===== src/rtl/conv_intrm_acc_buf.sv =====
`default_nettype none
// ============================================================================
// Module      : conv_intrm_acc_buf
// Description : Intermediate buffer/accumulator between the conv multiplier
//               array and the next stage; pass/extend or ACC_LEN-beat sum.
// Revision    : 1.0 - initial release
// ============================================================================
module conv_intrm_acc_buf #(
    parameter int NUM_INPUTS   = 5,
    parameter int INPUT_WIDTH  = 32,
    parameter int OUTPUT_WIDTH = 2 * INPUT_WIDTH,
    parameter int ACC_LEN      = 5,
    parameter int SIGNED       = 1
) (
    input  logic                               intrm_acc_clk,
    input  logic                               intrm_acc_rst,
    input  logic                               intrm_acc_en_i,
    input  logic                               intrm_acc_mode_i,
    input  logic                               intrm_acc_in_valid_i,
    output logic                               intrm_acc_in_ready_o,
    input  logic [NUM_INPUTS*INPUT_WIDTH-1:0]  intrm_acc_in_i,
    output logic                               intrm_acc_out_valid_o,
    input  logic                               intrm_acc_out_ready_i,
    output logic [NUM_INPUTS*OUTPUT_WIDTH-1:0] intrm_acc_out_o,
    output logic [$clog2(ACC_LEN)-1:0]         intrm_acc_beat_cnt_o,
    output logic                               intrm_acc_ovf_o
);

    localparam int              c_CW     = $clog2(ACC_LEN);
    localparam int              c_OW_TOT = NUM_INPUTS * OUTPUT_WIDTH;
    localparam logic [c_CW-1:0] c_LAST   = c_CW'(ACC_LEN - 1);

    logic                  r_mode;
    logic [c_CW-1:0]       r_beat_cnt;
    logic [c_OW_TOT-1:0]   r_acc;
    logic [c_OW_TOT-1:0]   r_out;
    logic                  r_out_valid;
    logic                  r_ovf;

    logic                  w_first;
    logic                  w_eff_mode;
    logic                  w_final;
    logic                  w_in_ready;
    logic                  w_accept;
    logic [c_OW_TOT-1:0]   w_sum;
    logic [NUM_INPUTS-1:0] w_ch_ovf;

    // Mode is only taken from the port at the start of a group.
    assign w_first    = (r_beat_cnt == '0);
    assign w_eff_mode = w_first ? intrm_acc_mode_i : r_mode;
    assign w_final    = !w_eff_mode || (r_beat_cnt == c_LAST);
    assign w_in_ready = intrm_acc_en_i && !intrm_acc_rst &&
                        (!w_final || !r_out_valid || intrm_acc_out_ready_i);
    assign w_accept   = intrm_acc_in_valid_i && w_in_ready;

    generate
        for (genvar g = 0; g < NUM_INPUTS; g++) begin : g_ch
            logic [INPUT_WIDTH-1:0]  w_in;
            logic [OUTPUT_WIDTH-1:0] w_ext;
            logic [OUTPUT_WIDTH-1:0] w_base;
            logic [OUTPUT_WIDTH:0]   w_wide;
            logic                    w_sgn_ovf;

            assign w_in = intrm_acc_in_i[g*INPUT_WIDTH +: INPUT_WIDTH];

            if (OUTPUT_WIDTH > INPUT_WIDTH) begin : g_ext
                logic w_fill;
                assign w_fill = (SIGNED != 0) ? w_in[INPUT_WIDTH-1] : 1'b0;
                assign w_ext  = {{(OUTPUT_WIDTH-INPUT_WIDTH){w_fill}}, w_in};
            end else begin : g_id
                assign w_ext = w_in;
            end

            // A zero base on the first beat turns the add into a plain load.
            assign w_base    = w_first ? '0 : r_acc[g*OUTPUT_WIDTH +: OUTPUT_WIDTH];
            assign w_wide    = {1'b0, w_base} + {1'b0, w_ext};
            assign w_sgn_ovf = (w_base[OUTPUT_WIDTH-1] == w_ext[OUTPUT_WIDTH-1]) &&
                               (w_wide[OUTPUT_WIDTH-1] != w_base[OUTPUT_WIDTH-1]);
            assign w_ch_ovf[g] = (SIGNED != 0) ? w_sgn_ovf : w_wide[OUTPUT_WIDTH];
            assign w_sum[g*OUTPUT_WIDTH +: OUTPUT_WIDTH] = w_wide[OUTPUT_WIDTH-1:0];
        end
    endgenerate

    always_ff @(posedge intrm_acc_clk) begin
        if (intrm_acc_rst) begin
            r_mode      <= 1'b0;
            r_beat_cnt  <= '0;
            r_acc       <= '0;
            r_out       <= '0;
            r_out_valid <= 1'b0;
            r_ovf       <= 1'b0;
        end else begin
            if (w_accept) begin
                if (w_first) begin
                    r_mode <= intrm_acc_mode_i;
                end
                if (w_final) begin
                    r_out      <= w_sum;
                    r_beat_cnt <= '0;
                end else begin
                    r_acc      <= w_sum;
                    r_beat_cnt <= r_beat_cnt + 1'b1;
                end
                if (|w_ch_ovf) begin
                    r_ovf <= 1'b1;
                end
            end
            // A new result wins over draining the held one.
            if (w_accept && w_final) begin
                r_out_valid <= 1'b1;
            end else if (intrm_acc_out_ready_i) begin
                r_out_valid <= 1'b0;
            end
        end
    end

    assign intrm_acc_in_ready_o  = w_in_ready;
    assign intrm_acc_out_valid_o = r_out_valid;
    assign intrm_acc_out_o       = r_out;
    assign intrm_acc_beat_cnt_o  = r_beat_cnt;
    assign intrm_acc_ovf_o       = r_ovf;

endmodule
`default_nettype wire


===== config.mk =====
export PLATFORM = sky130hd
export DESIGN_NAME = conv_intrm_acc_buf
export DESIGN_NICKNAME = d
export VERILOG_FILES = /design/src/rtl/conv_intrm_acc_buf.sv
export SDC_FILE = /design/constraint.sdc
export NUM_CORES = 2
export LEC_CHECK = 0
export CORE_ASPECT_RATIO = 1.1
export CORE_UTILIZATION = 50
export DETAILED_ROUTE_END_ITERATION = 8
export DONT_BUFFER_PORTS = 1
export HOLD_SLACK_MARGIN = 0.08
export SLEW_MARGIN = 10
export SYNTH_ARGS = -nofsm -noshare
export SYNTH_HDL_FRONTEND = slang
export SYNTH_SLANG_ARGS = --single-unit

===== constraint.sdc =====
create_clock -name intrm_acc_clk -period 13.45 [get_ports intrm_acc_clk]
set_input_delay 1.345 -clock intrm_acc_clk [delete_from_list [all_inputs] [get_ports intrm_acc_clk]]
set_output_delay 1.345 -clock intrm_acc_clk [all_outputs]
set_load 0.02 [all_outputs]

### Clock nets

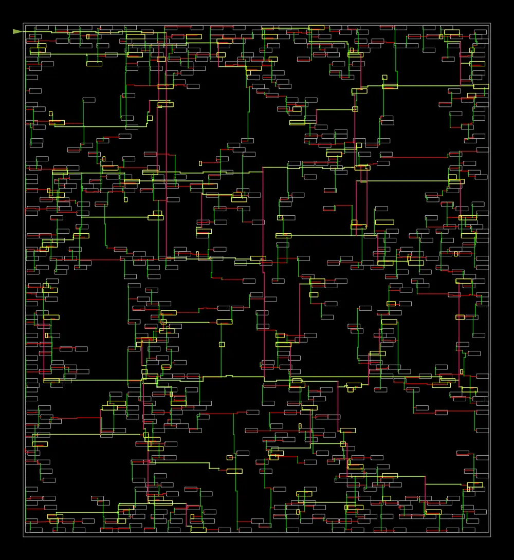
clock buffers created by TritonCTS: 75
clk sink count: 646
clk latency late pin: 0.64 ns

### I/O pins on the die edge

Pins as bars across the die edge, other pins in gray.
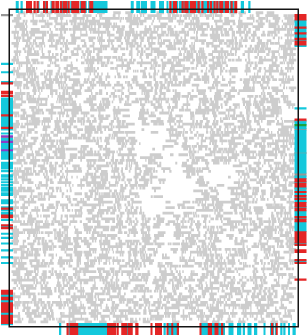
Key: red = `intrm_acc_in_i` [pins 160, direction input, edge 48 top, 42 bottom, 41 right, 29 left]; green = `intrm_acc_in_ready_o` [pins 1, direction output, edge right]; cyan = `intrm_acc_out_o` [pins 320, direction output, edge 87 bottom, 84 top, 76 left, 73 right]; purple = `intrm_acc_beat_cnt_o` [pins 3, direction output, edge left]

### Routed metal, one color a layer

Bar = 100 microns.
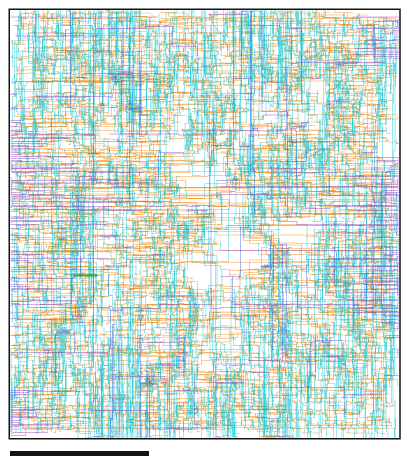
Key: green = metal 5 [wire length 15.6 microns]; purple = metal 3 [wire length 8600 microns]; orange = metal 1 [wire length 56.3 mm]; cyan = metal 2 [wire length 58.8 mm]; blue = metal 4 [wire length 3250 microns]

### Sequential cells colored by netlist name

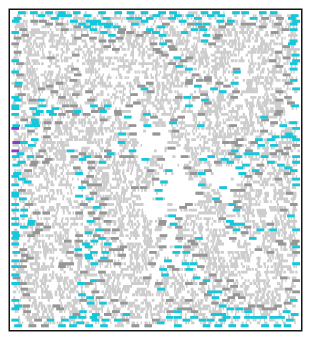
Key: cyan = `intrm_acc_out_o` [sequential cells 320, where all over the die]; purple = `intrm_acc_beat_cnt_o` [sequential cells 3]

### Clock distribution

Bar = 100 microns.
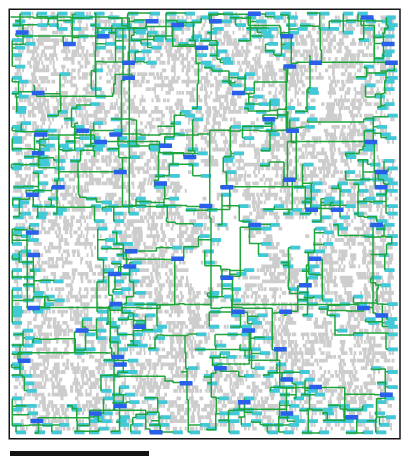
Key: green = clock wires [length 9680 microns]; blue = clock drivers [count 75]; cyan = flip-flops [count 646]
There are 76 routed clock nets. Position of the flops: all over the die.

==> flow_metrics.py <==
# Metrics from the implementation run
metrics = {
    "setup_path": {
        "critPathLaunch": "intrm_acc_beat_cnt_o[0]",
        "crit_path_end_kind": "flip-flop",
        "r2r_slack_ns": 7.58,
        "path_max_fanout": 174,
    },
    "logic_synthesis": {
        "yosys.area.top_type": "dfxtp_1",
        "yosys_warnings": 0,
        "simple_gate_area_share_pct": 25.1,
        "ys_cells": 5813,
    },
    "run": {
        "warning_count": 39,
    },
    "grt": {
        "grt_max_degree": 566,
        "antenna_found_initial": 1,
        "grt_pass1_wl_mm": 200,
    },
    "finish": {
        "finalNonFillerCells": 6748,
        "post_route_cells_drive_above_1_share_pct": 3.64,
        "logic_area_sq_um": 28100,
        "n_antenna_cell": 2,
    },
    "timing": {
        "final-hold-violation-count": 0,
        "finalCritPeriodShare_pct": 43.6,
        "fin_ws_ns": 7.58,
        "skew_ns": 0.0230,
        "maxSlewViolCount": 0,
    },
    "power_and_ir_drop": {
        "powerDensity_nw_per_um2": 99.9,
        "clkPwrFrac_pct": 46.8,
        "seq_power_share_pct": 44.7,
        "p_sw_share_pct": 26.6,
        "totalPowerFinal_mw": 4.54,
    },
    "routing": {
        "post_drt_via_cell_ratio": 5.80,
        "wl_met1_mm": 56.3,
        "initialDrtViolationCount": 2638,
    },
    "clock_network": {
        "cts.root.buffer_cell": "clkbuf_16",
        "hold_buffers": 0,
    },
    "floorplanning": {
        "num_rows": 112,
        "well_tap_count": 1140,
        "chipHeight_microns": 309,
        "io_pins": 492,
    },
    "placement": {
        "io_buffers": 0,
    },
    "status": {
        "status": "finished, final reports clean",
    },
}
